[src/rtl/boot_uart_rx_if.sv]
// Bus bundle for boot_uart_rx.
//   master : the receiver side (boot_uart_rx). Takes the serial line and mode,
//            drives the byte-report and memory-write signals.
//   slave  : the pin/loader side. Drives rx and load_en, consumes the rest.
// Signals:
//   rx         UART serial line, idle high, asynchronous to clk
//   load_en    bootload mode; word packing and writes enabled while high
//   byte_data  last good received byte
//   byte_valid 1-cycle pulse, byte_data updated
//   frame_err  1-cycle pulse, stop bit sampled low
//   wr_en      1-cycle memory write strobe
//   wr_addr    word address for the current or next write
//   wr_data    assembled little-endian word
//   done       sticky, last address written; cleared while load_en is low
interface boot_uart_rx_if #(
    parameter int WORD_BYTES = 2,
    parameter int ADDR_W     = 8
);
    logic                    rx;
    logic                    load_en;
    logic [7:0]              byte_data;
    logic                    byte_valid;
    logic                    frame_err;
    logic                    wr_en;
    logic [ADDR_W-1:0]       wr_addr;
    logic [8*WORD_BYTES-1:0] wr_data;
    logic                    done;

    modport master (
        input  rx, load_en,
        output byte_data, byte_valid, frame_err, wr_en, wr_addr, wr_data, done
    );

    modport slave (
        output rx, load_en,
        input  byte_data, byte_valid, frame_err, wr_en, wr_addr, wr_data, done
    );
endinterface

[src/rtl/boot_uart_rx.sv]
// Bootloader serial front end: 8N1 UART receiver plus a little-endian word
// packer that issues one write strobe per completed word with an
// auto-incrementing address.
// Ports:
//   clk  system clock, rising edge
//   rst  asynchronous reset, active high
//   ce   clock enable for the receive FSM, its counters and the pulse sources
//   bus  boot_uart_rx_if.master (serial input, byte report, memory write port)
// Parameters:
//   DIV        clk cycles per UART bit, >= 4
//   WORD_BYTES bytes per memory word, 1..4
//   ADDR_W     width of wr_addr; the address wraps at 2**ADDR_W
module boot_uart_rx #(
    parameter int DIV        = 434,
    parameter int WORD_BYTES = 2,
    parameter int ADDR_W     = 8
) (
    input  logic           clk,
    input  logic           rst,
    input  logic           ce,
    boot_uart_rx_if.master bus
);
    localparam int CNT_W  = $clog2(DIV);
    localparam int BCNT_W = (WORD_BYTES > 1) ? $clog2(WORD_BYTES) : 1;
    localparam int WORD_W = 8 * WORD_BYTES;

    localparam logic [CNT_W-1:0]  HALF_M1   = CNT_W'(DIV / 2 - 1);
    localparam logic [CNT_W-1:0]  FULL_M1   = CNT_W'(DIV - 1);
    localparam logic [BCNT_W-1:0] LAST_LANE = BCNT_W'(WORD_BYTES - 1);

    typedef enum logic [1:0] {IDLE, START, DATA, STOP} state_t;

    state_t              state_q, state_d;
    logic                rx_m, rx_s;
    logic [CNT_W-1:0]    cnt_q;
    logic [2:0]          bit_q;
    logic [7:0]          shreg_q;
    logic [BCNT_W-1:0]   bcnt_q;
    logic [WORD_W-1:0]   word_q, word_next;
    logic                cnt_clr, shift_en, stop_smp;

    // Two-flop synchronizer; free-running so rx never sees a ce-dependent delay.
    // NOTE: every clocked process here uses non-blocking assignments so all
    // flops update together from the values present before the edge.
    always_ff @(posedge clk or posedge rst) begin
        if (rst) begin
            rx_m <= 1'b1;
            rx_s <= 1'b1;
        end else begin
            rx_m <= bus.rx;
            rx_s <= rx_m;
        end
    end

    // FSM state register.
    always_ff @(posedge clk or posedge rst) begin
        if (rst) state_q <= IDLE;
        else     state_q <= state_d;
    end

    // FSM next state. Nothing moves while ce is low.
    // NOTE: every combinational output gets a default first, so no path
    // leaves it unassigned and no latch is inferred.
    always_comb begin
        state_d = state_q;
        if (ce) begin
            case (state_q)
                IDLE:    if (!rx_s) state_d = START;
                START:   if (cnt_q == HALF_M1) state_d = rx_s ? IDLE : DATA;
                DATA:    if (cnt_q == FULL_M1 && bit_q == 3'd7) state_d = STOP;
                STOP:    if (cnt_q == FULL_M1) state_d = IDLE;
                default: state_d = IDLE;
            endcase
        end
    end

    // FSM outputs: counter restart, data-bit sample and stop-bit sample.
    // Leaving STOP at mid stop bit lets the next start edge be seen early.
    always_comb begin
        cnt_clr  = 1'b0;
        shift_en = 1'b0;
        stop_smp = 1'b0;
        if (ce) begin
            case (state_q)
                IDLE:  cnt_clr = 1'b1;
                START: cnt_clr = (cnt_q == HALF_M1);
                DATA: begin
                    cnt_clr  = (cnt_q == FULL_M1);
                    shift_en = (cnt_q == FULL_M1);
                end
                STOP:    stop_smp = (cnt_q == FULL_M1);
                default: cnt_clr = 1'b1;
            endcase
        end
    end

    // Bit-period counter, bit index and LSB-first shift register.
    always_ff @(posedge clk or posedge rst) begin
        if (rst) begin
            cnt_q   <= '0;
            bit_q   <= '0;
            shreg_q <= '0;
        end else if (ce) begin
            cnt_q <= cnt_clr ? '0 : cnt_q + CNT_W'(1);
            if (state_q == IDLE) begin
                bit_q <= '0;
            end else if (shift_en) begin
                bit_q   <= bit_q + 3'd1;
                shreg_q <= {rx_s, shreg_q[7:1]};
            end
        end
    end

    // Byte report. stop_smp already includes ce, so a pulse is only ever
    // launched from an enabled cycle and lasts exactly one clk.
    always_ff @(posedge clk or posedge rst) begin
        if (rst) begin
            bus.byte_data  <= '0;
            bus.byte_valid <= 1'b0;
            bus.frame_err  <= 1'b0;
        end else begin
            bus.byte_valid <= stop_smp & rx_s;
            bus.frame_err  <= stop_smp & ~rx_s;
            if (stop_smp && rx_s) bus.byte_data <= shreg_q;
        end
    end

    // Word being assembled with the incoming byte dropped into its lane.
    always_comb begin
        word_next = word_q;
        word_next[{bcnt_q, 3'b000} +: 8] = bus.byte_data;
    end

    // Packer and write port. It reacts to the byte pulses themselves rather
    // than to ce, so each pulse is consumed exactly once even when ce drops
    // in the cycle it is visible.
    // NOTE: word_q is a small register, not a memory array, so it is reset
    // along with everything else.
    always_ff @(posedge clk or posedge rst) begin
        if (rst) begin
            bcnt_q      <= '0;
            word_q      <= '0;
            bus.wr_en   <= 1'b0;
            bus.wr_addr <= '0;
            bus.wr_data <= '0;
            bus.done    <= 1'b0;
        end else begin
            bus.wr_en <= 1'b0;
            if (!bus.load_en) begin
                bcnt_q      <= '0;
                bus.wr_addr <= '0;
                bus.done    <= 1'b0;
            end else begin
                if (bus.byte_valid) begin
                    word_q <= word_next;
                    if (bcnt_q == LAST_LANE) begin
                        bcnt_q      <= '0;
                        bus.wr_en   <= 1'b1;
                        bus.wr_data <= word_next;
                    end else begin
                        bcnt_q <= bcnt_q + BCNT_W'(1);
                    end
                end else if (bus.frame_err) begin
                    bcnt_q <= '0;   // drop the partial word, keep the address
                end
                if (bus.wr_en) begin
                    bus.wr_addr <= bus.wr_addr + ADDR_W'(1);
                    if (&bus.wr_addr) bus.done <= 1'b1;
                end
            end
        end
    end
endmodule

[src/flat_wrapper.sv]
// flat-port wrapper written by rule: the top's interface ports become plain ports
module boot_uart_rx_flat 
#(
    parameter int DIV        = 434,
    parameter int WORD_BYTES = 2,
    parameter int ADDR_W     = 8
)
  (clk, rst, ce, bus_rx, bus_load_en, bus_byte_data, bus_byte_valid, bus_frame_err, bus_wr_en, bus_wr_addr, bus_wr_data, bus_done);
  boot_uart_rx_if #(.WORD_BYTES(WORD_BYTES), .ADDR_W(ADDR_W)) bus_i ();
  input  logic clk;
  input  logic rst;
  input  logic ce;
  input wire logic [$bits(bus_i.rx)-1:0] bus_rx;
  input wire logic [$bits(bus_i.load_en)-1:0] bus_load_en;
  output wire logic [$bits(bus_i.byte_data)-1:0] bus_byte_data;
  output wire logic [$bits(bus_i.byte_valid)-1:0] bus_byte_valid;
  output wire logic [$bits(bus_i.frame_err)-1:0] bus_frame_err;
  output wire logic [$bits(bus_i.wr_en)-1:0] bus_wr_en;
  output wire logic [$bits(bus_i.wr_addr)-1:0] bus_wr_addr;
  output wire logic [$bits(bus_i.wr_data)-1:0] bus_wr_data;
  output wire logic [$bits(bus_i.done)-1:0] bus_done;
  assign bus_i.rx = bus_rx;
  assign bus_i.load_en = bus_load_en;
  assign bus_byte_data = bus_i.byte_data;
  assign bus_byte_valid = bus_i.byte_valid;
  assign bus_frame_err = bus_i.frame_err;
  assign bus_wr_en = bus_i.wr_en;
  assign bus_wr_addr = bus_i.wr_addr;
  assign bus_wr_data = bus_i.wr_data;
  assign bus_done = bus_i.done;
  boot_uart_rx #(.DIV(DIV), .WORD_BYTES(WORD_BYTES), .ADDR_W(ADDR_W)) u_core (.clk(clk), .rst(rst), .ce(ce), .bus(bus_i));
endmodule
[config.mk]
export PLATFORM = sky130hd
export DESIGN_NAME = boot_uart_rx_flat
export DESIGN_NICKNAME = d
export VERILOG_FILES = /design/src/rtl/boot_uart_rx_if.sv /design/src/rtl/boot_uart_rx.sv /design/src/flat_wrapper.sv
export SDC_FILE = /design/constraint.sdc
export NUM_CORES = 1
export LEC_CHECK = 0
export ABC_AREA = 1
export CAP_MARGIN = 40
export CELL_PAD_IN_SITES_DETAIL_PLACEMENT = 0
export CELL_PAD_IN_SITES_GLOBAL_PLACEMENT = 1
export CORE_ASPECT_RATIO = 1.75
export CORE_MARGIN = 2
export CORE_UTILIZATION = 43
export CTS_BUF_LIST = sky130_fd_sc_hd__clkbuf_8
export CTS_CLUSTER_DIAMETER = 40
export DETAILED_ROUTE_END_ITERATION = 10
export PLACE_DENSITY_LB_ADDON = 0.1
export SYNTH_ARGS = -nofsm -noshare
export SYNTH_HDL_FRONTEND = slang
export SYNTH_SLANG_ARGS = --single-unit
[constraint.sdc]
create_clock -name clk -period 2.7 [get_ports clk]
set_input_delay 0.405 -clock clk [delete_from_list [all_inputs] [get_ports clk]]
set_output_delay 0.405 -clock clk [all_outputs]
set_load 0.05 [all_outputs]
### Routed metal, one colour a layer

Bar = 20 microns. Two of the layers only.
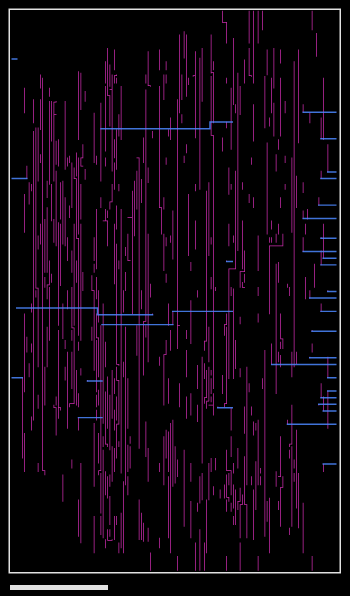
- magenta: M2 (wire length 3440 microns)
- blue: M3 (wire length 199 microns)

### Placed cells, one colour a class

Fill, decap, tap and diode cells in grey.
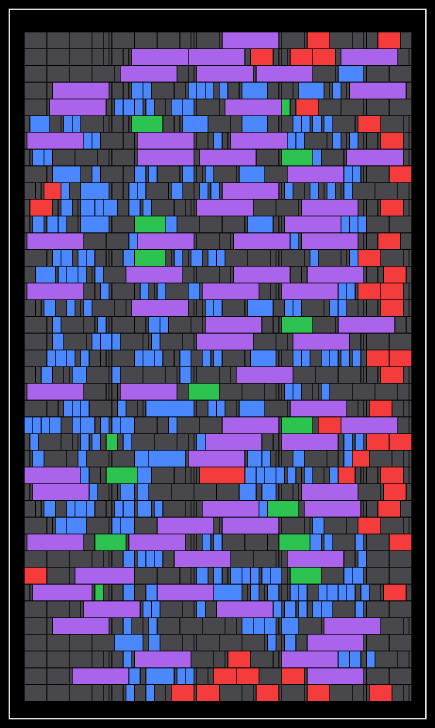
- blue: remaining logic cells (cells 258; share of their area 35%)
- green: clock drivers and dummy loads (cells 15; share of their area 4.9%)
- purple: registers (cells 69; share of their area 48%)
- red: remaining buffers and delay cells (cells 44; share of their area 12%)

### Clock wires, drivers and flops

Bar = 20 microns.
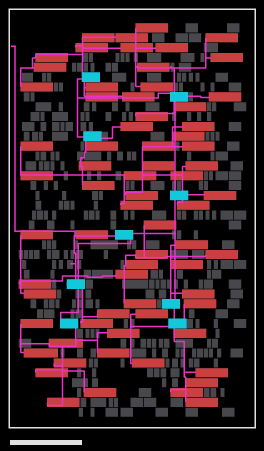
- magenta: clock wires (length 873 microns)
- red: flip-flops (count 69)
- cyan: clock-net drivers (count 9)
- routed clock nets: 10

==> flow_summary_export.csv <==
group,metric,value,unit
status,outcome,"complete, no violations",
routing,drt_iter0_markers,123,
routing,wl_per_cell,13.1,microns
synthesis,ys.flops,69,
clocking,cts_hold_buffers,0,
clocking,post_cts_resized,0,
final_layout,mi_logic_area,1110,sq um
worst_setup_path,reg2reg_depth,9,
worst_setup_path,start_kind,"register",
final_timing,clock_skew,0.00739,ns
synthesis,ys_seq_share,57.0,%
routing,wl,6140,microns
floorplan,core,6860,sq um
floorplan,die_w,67.5,microns
worst_setup_path,cpPeakStageDelay,0.84,ns
flow_run,cap_violations,0,
clocking,cts_tree,"done",
routing,routed.top_layer,"met4",
pwr,leakage,1.83,nW
worst_setup_path,critical_path.top_delay_family,"buffers and inverters",
placement,dp_hpwl,4670,microns
routing,wl_met2,3440,microns
final_layout,area.sequential,1730,sq um
routing,first_pass_iters,4,
global_route,globalRouteMet1Util,20.5,%
final_layout,area_delta_synth_final,22.2,%
worst_setup_path,crit_arrival,1.64,ns
clocking,clk_path_buf_depth,2,
final_timing,hold_slack,0.356,ns
final_timing,setup_tns,0,ns
floorplan,pin_count,41,
final_timing,period_used_share,75.6,%
global_route,grt_max_degree,32,
pwr,vdd_drop_max,0.000435,V
final_timing,min_period,2.04,ns
floorplan,die_h,115,microns
final_timing,relSlewSlack,55.2,%
global_route,overflow,0,
global_route,grt_pass1_vias,2250,
hold_path,min_path_cells,0,
-- power by group --
part	internal, W	switching [W]	leakage [nW]
clock	0.000396	0.000359	0.101
combinational	0.0000878	0.000183	0.792
sequential	0.00108	0.0000688	0.942
-- per-stage QoR --
stage / power (W) / setup WS [ns] / std cells
2_1_floorplan: 0.00137 / 0.558 / 336
3_3_place_gp: 0.00144 / 0.567 / 455
3_5_place_dp: 0.00145 / 0.479 / 455
4_1_cts: 0.00221 / 0.629 / 470
5_1_grt: 0.00230 / 0.609 / 470
6_report: 0.00218 / 0.660 / 470
-- worst max path at each step --
| stage | slack (ns) | end | cells past startpoint | from |
|---|---|---|---|---|
| floorplan | 0.56 | async pin | 1 | rst |
| global placement | 0.57 | u_core.bus.wr_data[13] | 5 | bus_load_en |
| detailed placement | 0.48 | u_core.bus.wr_data[15] | 5 | bus_load_en |
| CTS | 0.63 | bus_wr_en | 1 | u_core.bus.wr_en |
| global route | 0.61 | bus_byte_data[5] | 1 | u_core.bus.byte_data[5] |
| finish | 0.66 | bus_byte_data[5] | 1 | u_core.bus.byte_data[5] |
-- final cells by class --
class | count | share of cell area, %
clock buffers | 12 | 4.46
flip-flops and latches | 69 | 46.7
inverters | 37 | 3.75
repair buffers | 44 | 12.0
clock inverters | 3 | 0.338
well taps | 84 | 2.84
multi-input cells | 221 | 30.0
-- sequential cells by signal (all words and copies together) (netlist names), named ones only --
register               count
u_core.bus.done            1
u_core.cnt_q               9
u_core.bus.wr_en           1
u_core.bus.byte_valid      1
u_core.bus.wr_addr         8
u_core.rx_s                1
u_core.bus.frame_err       1
u_core.rx_m                1
u_core.bus.wr_data        16
u_core.state_q             1
u_core.shreg_q             8
u_core.word_q              8
u_core.bcnt_q              1
u_core.bit_q               3
u_core.bus.byte_data       8
-- cell families after synthesis --
family / count (synthesis) / synth area share, %
mux: 9 / 3.34
buf+inv: 46 / 6.31
flops: 69 / 57.0
xor+xnor: 3 / 0.866
simple gates: 168 / 24.1
compound gates: 35 / 5.86
fa+ha+maj: 6 / 2.48
-- cell usage after synthesis --
| cell type | number | share of area [%] |
|---|---|---|
| a21oi_1 | 16 | 2.6 |
| buf_2 | 3 | 0.49 |
| buf_4 | 2 | 0.49 |
| buf_6 | 1 | 0.37 |
| clkbuf_1 | 3 | 0.37 |
| dfrtp_1 | 67 | 55 |
| dfstp_2 | 2 | 1.7 |
| ha_1 | 6 | 2.5 |
| inv_1 | 35 | 4.3 |
| inv_2 | 2 | 0.25 |
| mux2_2 | 9 | 3.3 |
| nand2_1 | 111 | 14 |
| nand2_2 | 4 | 0.82 |
| nand2_4 | 1 | 0.37 |
| nand3_1 | 18 | 3.0 |
| nand4_1 | 4 | 0.82 |
| nand4_4 | 1 | 0.70 |
| nor2_1 | 17 | 2.1 |
| nor2_2 | 1 | 0.21 |
| nor2b_1 | 1 | 0.21 |
| nor3_1 | 6 | 0.99 |
| nor3_4 | 1 | 0.54 |
| nor3b_1 | 1 | 0.25 |
| nor4_1 | 1 | 0.21 |
| o21ai_0 | 8 | 1.3 |
| o21ai_1 | 10 | 1.7 |
| o31ai_1 | 1 | 0.25 |
| or2_1 | 1 | 0.21 |
| xor2_1 | 3 | 0.87 |
Power is estimated from default activity; no workload was simulated.
